## src/rtl/centroid_update_sequencer.sv

```systemverilog
// Iteration-level sequencer for the k-means core.
// Each iteration it fetches the 8 new means in order and writes each one back
// to the centroid store. It feeds 0..6 into the convergence checker and uses
// the 8th to strobe the final evaluation. It then finishes (converged or
// iteration limit) or re-launches classification for another pass.
module centroid_update_sequencer #(
  parameter int dataWidth  = 91,
  parameter int iter_width = 8
) (
  input  logic                  clk,
  input  logic                  rst_n,
  input  logic                  start,
  input  logic [iter_width-1:0] max_iter,
  output logic                  busy,
  output logic                  done,
  output logic                  converged,
  output logic                  timed_out,
  output logic [iter_width-1:0] iter_count,
  output logic                  classify_req,
  input  logic                  classify_done,
  output logic                  means_req,
  output logic [2:0]            cent_num,
  input  logic                  means_valid,
  input  logic [dataWidth-1:0]  new_centroid,
  output logic                  conv_en,
  output logic                  conv_clr_n,
  input  logic                  conv_res_avail,
  input  logic                  has_converged,
  output logic                  cent_wr_en,
  output logic [2:0]            cent_wr_addr,
  output logic [dataWidth-1:0]  cent_wr_data
);

  typedef enum logic [2:0] {
    IDLE,
    CLEAR,
    REQ,
    WAIT_RES,
    RECLASS,
    DONE
  } state_t;

  state_t                state_reg, state_next;
  logic [2:0]            index_reg, index_next;
  logic                  req_sent_reg, req_sent_next;
  logic                  converged_reg, converged_next;
  logic                  timed_out_reg, timed_out_next;
  logic [iter_width-1:0] iter_count_reg, iter_count_next;
  logic [iter_width-1:0] iter_inc;

  // Saturating increment so an unlimited run never wraps the counter.
  assign iter_inc = (&iter_count_reg) ? iter_count_reg
                                      : iter_count_reg + iter_width'(1);

  assign converged    = converged_reg;
  assign timed_out    = timed_out_reg;
  assign iter_count   = iter_count_reg;
  assign cent_wr_addr = index_reg;
  assign cent_wr_data = new_centroid;

  // State and result registers, synchronous active-low reset.
  always_ff @(posedge clk) begin
    if (!rst_n) begin
      state_reg      <= IDLE;
      index_reg      <= 3'd0;
      req_sent_reg   <= 1'b0;
      converged_reg  <= 1'b0;
      timed_out_reg  <= 1'b0;
      iter_count_reg <= '0;
    end else begin
      state_reg      <= state_next;
      index_reg      <= index_next;
      req_sent_reg   <= req_sent_next;
      converged_reg  <= converged_next;
      timed_out_reg  <= timed_out_next;
      iter_count_reg <= iter_count_next;
    end
  end

  // Next-state logic and per-state strobes.
  always_comb begin
    state_next      = state_reg;
    index_next      = index_reg;
    req_sent_next   = req_sent_reg;
    converged_next  = converged_reg;
    timed_out_next  = timed_out_reg;
    iter_count_next = iter_count_reg;
    busy            = 1'b0;
    done            = 1'b0;
    classify_req    = 1'b0;
    means_req       = 1'b0;
    cent_num        = 3'd0;
    conv_en         = 1'b0;
    conv_clr_n      = 1'b1;
    cent_wr_en      = 1'b0;

    case (state_reg)
      IDLE: begin
        if (start) begin
          state_next      = CLEAR;
          iter_count_next = '0;
          converged_next  = 1'b0;
          timed_out_next  = 1'b0;
        end
      end

      CLEAR: begin
        busy       = 1'b1;
        conv_clr_n = 1'b0;
        index_next = 3'd0;
        state_next = REQ;
      end

      REQ: begin
        busy      = 1'b1;
        means_req = 1'b1;
        cent_num  = index_reg;
        if (means_valid) begin
          cent_wr_en = 1'b1;
          if (index_reg == 3'd7) begin
            // Last centroid doubles as the final-evaluation strobe.
            conv_clr_n = 1'b0;
            state_next = WAIT_RES;
          end else begin
            conv_en    = 1'b1;
            index_next = index_reg + 3'd1;
          end
        end
      end

      WAIT_RES: begin
        busy     = 1'b1;
        cent_num = 3'd7;
        if (conv_res_avail) begin
          iter_count_next = iter_inc;
          // Convergence takes priority over hitting the limit.
          if (has_converged) begin
            converged_next = 1'b1;
            state_next     = DONE;
          end else if ((max_iter != '0) && (iter_inc == max_iter)) begin
            timed_out_next = 1'b1;
            state_next     = DONE;
          end else begin
            req_sent_next = 1'b0;
            state_next    = RECLASS;
          end
        end
      end

      RECLASS: begin
        busy          = 1'b1;
        classify_req  = ~req_sent_reg;
        req_sent_next = 1'b1;
        if (classify_done) begin
          state_next = CLEAR;
        end
      end

      DONE: begin
        done       = 1'b1;
        state_next = IDLE;
      end

      default: begin
        state_next = IDLE;
      end
    endcase

    // A reset mid-iteration must not let a write or strobe slip through
    // in the cycle it is asserted.
    if (!rst_n) begin
      busy         = 1'b0;
      done         = 1'b0;
      classify_req = 1'b0;
      means_req    = 1'b0;
      cent_num     = 3'd0;
      conv_en      = 1'b0;
      conv_clr_n   = 1'b1;
      cent_wr_en   = 1'b0;
    end
  end

endmodule
```

## config.mk

```make
export PLATFORM = sky130hd
export DESIGN_NAME = centroid_update_sequencer
export DESIGN_NICKNAME = d
export VERILOG_FILES = /design/src/rtl/centroid_update_sequencer.sv
export SDC_FILE = /design/constraint.sdc
export NUM_CORES = 1
export LEC_CHECK = 0
export CORE_ASPECT_RATIO = 0.6
export CORE_MARGIN = 1.5
export CORE_UTILIZATION = 28
export DETAILED_ROUTE_END_ITERATION = 10
export GPL_ROUTABILITY_DRIVEN = 0
export PLACE_DENSITY_LB_ADDON = 0.15
export SYNTH_ARGS = -nofsm -noshare
export SYNTH_HDL_FRONTEND = slang
export SYNTH_SLANG_ARGS = --single-unit
```

## constraint.sdc

```tcl
create_clock -name clk -period 2.62 [get_ports clk]
set_clock_uncertainty 0.15 [all_clocks]
set_input_delay 0.655 -clock clk [delete_from_list [all_inputs] [get_ports clk]]
set_output_delay 0.655 -clock clk [all_outputs]
set_load 0.005 [all_outputs]
```

**Run 1: cell classes on the final placement**

(6 px per um)
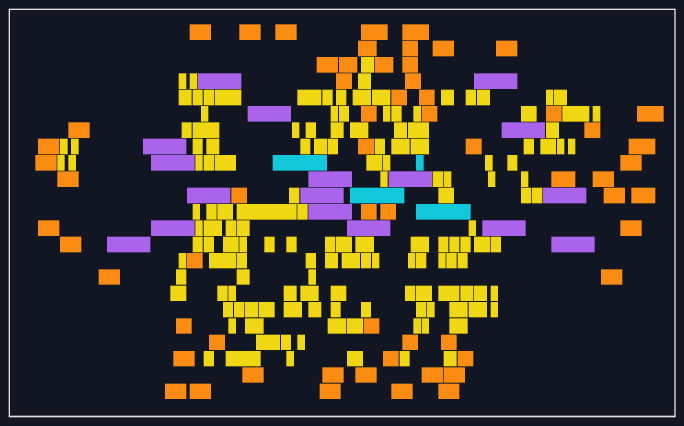
remaining buffers and delay cells -> orange  # cells 61, share of their area 30%
combinational and other logic -> yellow  # cells 150, share of their area 48%
clock drivers and dummy loads -> cyan  # cells 4, share of their area 4.2%
sequential cells -> purple  # cells 17, share of their area 18%
row count: 23
Seq/total area: 17.0%
Core ar.: 6710 sq um
Core Util, Final: 29.9%

**Run 1: sequential cells colored by netlist name**

(4 px per um) Other sequential cells in the stronger gray, the rest of the logic in the fainter gray.
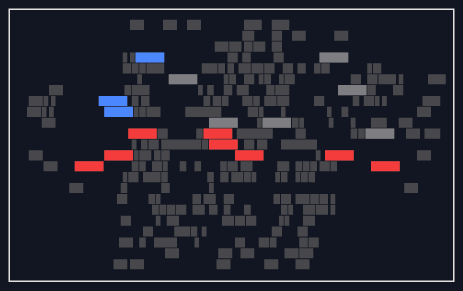
`cent_wr_addr` -> blue  # sequential cells 3
`iter_count` -> red  # sequential cells 8
sequential logic power: 278 uW
Reg area: 340 sq um

==> run_results.csv, run 1 <==
group,metric,value,unit
status,status,"complete, no violations",
placed_design,hpwlAfterDp,3720,um
detailed_routing,wl_met1,2450,um
job,warnings,27,
layout,seq_cell_count,17,
critical_path,r2r-start,"iter_count[0]$_SDFFE_PN0P_",
layout,top_area_cell_class,"multi-input combinational cells",
power,p_leak,0.000808,uW
placed_design,post_dp_cell_area,1850,sq um
layout,buf_share,28.1,%
critical_path,worst-path-stages,7,
critical_path,crit_end,"req_sent_reg$_SDFFE_PN0P_",
clock_tree,clk_latency,0.25,ns
clock_tree,clock_sinks,17,
sta,max_slew_margin,71.1,%
critical_path,critPathRequiredTime,2.65,ns
power,power_frac_seq,34.7,%
critical_path,cp.buffers_inverters,1,
power,ir_worst_vdd,0.197,mV
job,cap_violations,0,
sta,whs,0.315,ns
synthesis,synth.area.top_cells,"buf_4, dfxtp_1, a21oi_1, nor2_1, nor3_1",
critical_path,cp_slowest_cell,"clkdlybuf4s50_1",
die,die-area,7490,sq um
synthesis,top_cell_area_share,35.4,%
clock_tree,hold_buffers,0,
detailed_routing,wire_per_inst,15.2,um
sta,hold_violations,0,
layout,clockBufferCount,4,
grt,grt_start_max_net_pins,14,
critical_path,cpLargestDelayFamily,"AND-OR/OR-AND gates",
power,clkPwrFrac,38.2,%
detailed_routing,first_pass_iters,4,
critical_path,critPathLaunchType,"primary input",
layout,comb_share,44.8,%
power,p_switching,217,uW
synthesis,yosysMostFrequentCell,"buf_4",
power,p_comb_share,27.1,%
clock_tree,clockBufferDepth,2,
clock_tree,root_buffer,"clkbuf_16",
layout,final_nets,342,
grt,grt.total_usage,12.6,%
die,die_x,111,um
layout,inv_count,4,
detailed_routing,ant_nets,0,
grt,gr-total-overflow,0,
layout,final_common_cell,"clkdlybuf4s50_1",
power,maxPowerGroup,"clock",
grt,antenna_found_initial,0,
synthesis,aoi_share,16.2,%
sta,max_freq,393,MHz
layout,n_fill_cell,721,
hold_path,hold_path_depth,2,
layout,final-clk-cell-share,3.94,%
synthesis,synthArstFlopShare,0,%
grt,grtUsageMet2,15.4,%
clock_tree,cts_tree,"yes",
clock_tree,cts_inserted_buffers,3,
hold_path,holdPathEnd,"timed_out$_SDFFE_PN0P_",
sta,slew_viol_final,0,
sta,min_period,2.55,ns
die,nWellTaps,87,
**Run 1: cells by drive strength**

(4 px per um)
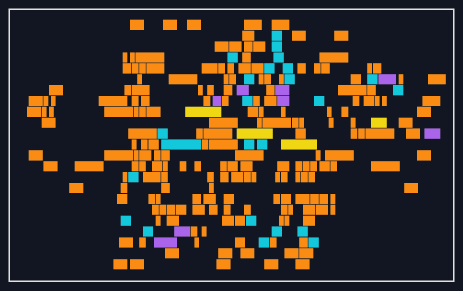
_0 and _1 cells -> orange  # cells 196, share 84%, most used clkdlybuf4s50_1
_2 cells -> purple  # cells 8, share 3.4%
_3 and _4 cells -> cyan  # cells 24, share 10%, most used buf_4
_6 and larger -> yellow  # cells 4, share 1.7%, most used clkbuf_16

==> run 2, diff against run 1 <==
--- a/config.mk
+++ b/config.mk
@@ -5,6 +5,7 @@
 export SDC_FILE = /design/constraint.sdc
 export NUM_CORES = 1
 export LEC_CHECK = 0
+export CAP_MARGIN = 0
 export CORE_ASPECT_RATIO = 0.6
 export CORE_MARGIN = 1.5
 export CORE_UTILIZATION = 28
**Run 2: cell classes on the final placement**

(6 px per um)
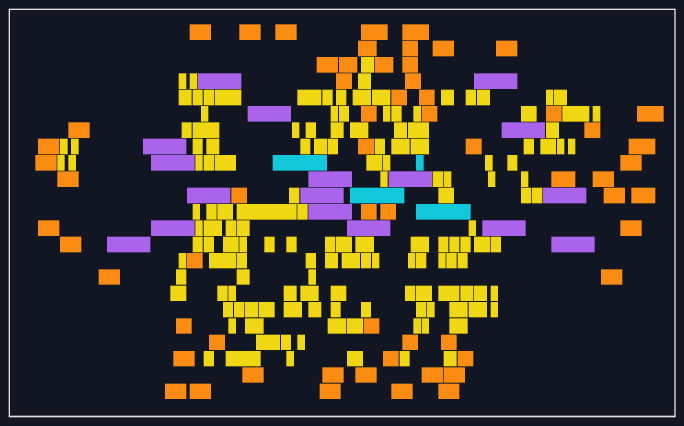
remaining buffers and delay cells -> orange  # cells 61, share of their area 30%
combinational and other logic -> yellow  # cells 150, share of their area 48%
sequential cells -> purple  # cells 17, share of their area 18%
clock drivers and dummy loads -> cyan  # cells 4, share of their area 4.2%
fin area: 2000 sq um

**Run 2: cells by drive strength**

(4 px per um)
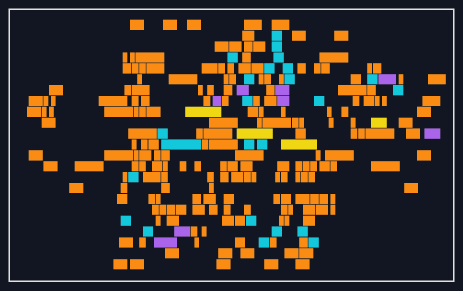
_3 and _4 cells -> cyan  # cells 24, share 10%, most used buf_4
_2 cells -> purple  # cells 8, share 3.4%
_0 and _1 cells -> orange  # cells 196, share 84%, most used clkdlybuf4s50_1
_6 and larger -> yellow  # cells 4, share 1.7%, most used clkbuf_16
setup slack after layout: 0.0732 ns
Area Growth Syn to Fin: 2.70%
Buffers, non-clock: 61

==> run 2 against run 1 <==
Against the previous run:
- synthesized area stayed put
- sequential cell count is the same
- worst hold slack stayed put
- sequential power barely moved
- sequential share of layout area is the same
- final cell count did not move
- largest power group unchanged
==> run_results.csv, run 2 <==
group,metric,value,unit
clock_tree,clock_sinks,17,
layout,clockBufferCount,4,
power,clkPwrFrac,38.2,%
layout,mi_logic_area,897,sq um
synthesis,ys.flop_type,"dfxtp_1",
die,rows,23,
detailed_routing,first_pass_iters,4,
power,maxPowerGroup,"clock",
layout,regArea,340,sq um
layout,final_nets,342,
grt,gr-total-overflow,0,
detailed_routing,wire_per_inst,15.2,um
power,p_leak,0.000808,uW
synthesis,synthArstFlopShare,0,%
clock_tree,clk_latency,0.25,ns
layout,final-clk-cell-share,3.94,%
layout,seq_cell_count,17,
detailed_routing,ant_nets,0,
grt,use_met1,18.0,%
clock_tree,cts_inserted_buffers,3,
power,p_comb_share,27.1,%
sta,hold_violations,0,
power,ir_worst_vdd,0.197,mV
synthesis,aoi_share,16.2,%
die,core,6710,sq um
critical_path,cp.buffers_inverters,1,
grt,busiest_layer,"met1",
critical_path,crit_end,"req_sent_reg$_SDFFE_PN0P_",
sta,max_freq,393,MHz
placed_design,post_dp_cell_area,1850,sq um
layout,seq_share,17.0,%
synthesis,top_cell_area_share,35.4,%
grt,grt_start_max_net_pins,14,
sta,max_slew_margin,71.1,%
critical_path,cpLargestDelayFamily,"AND-OR/OR-AND gates",
clock_tree,hold_buffers,0,
die,die-area,7490,sq um
synthesis,synth.area.top_cells,"buf_4, dfxtp_1, a21oi_1, nor2_1, nor3_1",
job,warnings,27,
clock_tree,root_buffer,"clkbuf_16",
hold_path,holdPathEnd,"timed_out$_SDFFE_PN0P_",
sta,whs,0.315,ns
placed_design,hpwlAfterDp,3720,um
critical_path,critPathLaunchType,"primary input",
critical_path,r2r-start,"iter_count[0]$_SDFFE_PN0P_",
power,power_frac_seq,34.7,%
layout,buf_share,28.1,%
clock_tree,clockBufferDepth,2,
power,p_switching,217,uW
grt,grt.total_usage,12.6,%
critical_path,critPathRequiredTime,2.65,ns
layout,comb_share,44.8,%
synthesis,yosysMostFrequentCell,"buf_4",
layout,layout-drive-gt1-share,15.5,%
hold_path,hold_path_depth,2,
layout,inv_count,4,
grt,grtUsageMet2,15.4,%
layout,final_common_cell,"clkdlybuf4s50_1",
critical_path,cp_slowest_cell,"clkdlybuf4s50_1",
status,status,"complete, no violations",
die,die_x,111,um
grt,antenna_found_initial,0,
sta,min_period,2.55,ns
detailed_routing,wl_met1,2450,um
critical_path,worst-path-stages,7,
layout,n_fill_cell,721,
die,nWellTaps,87,
synthesis,synth_warnings,0,
layout,fin_util,29.9,%
Power figures rest on the tool's default switching activity, not on a simulated workload.
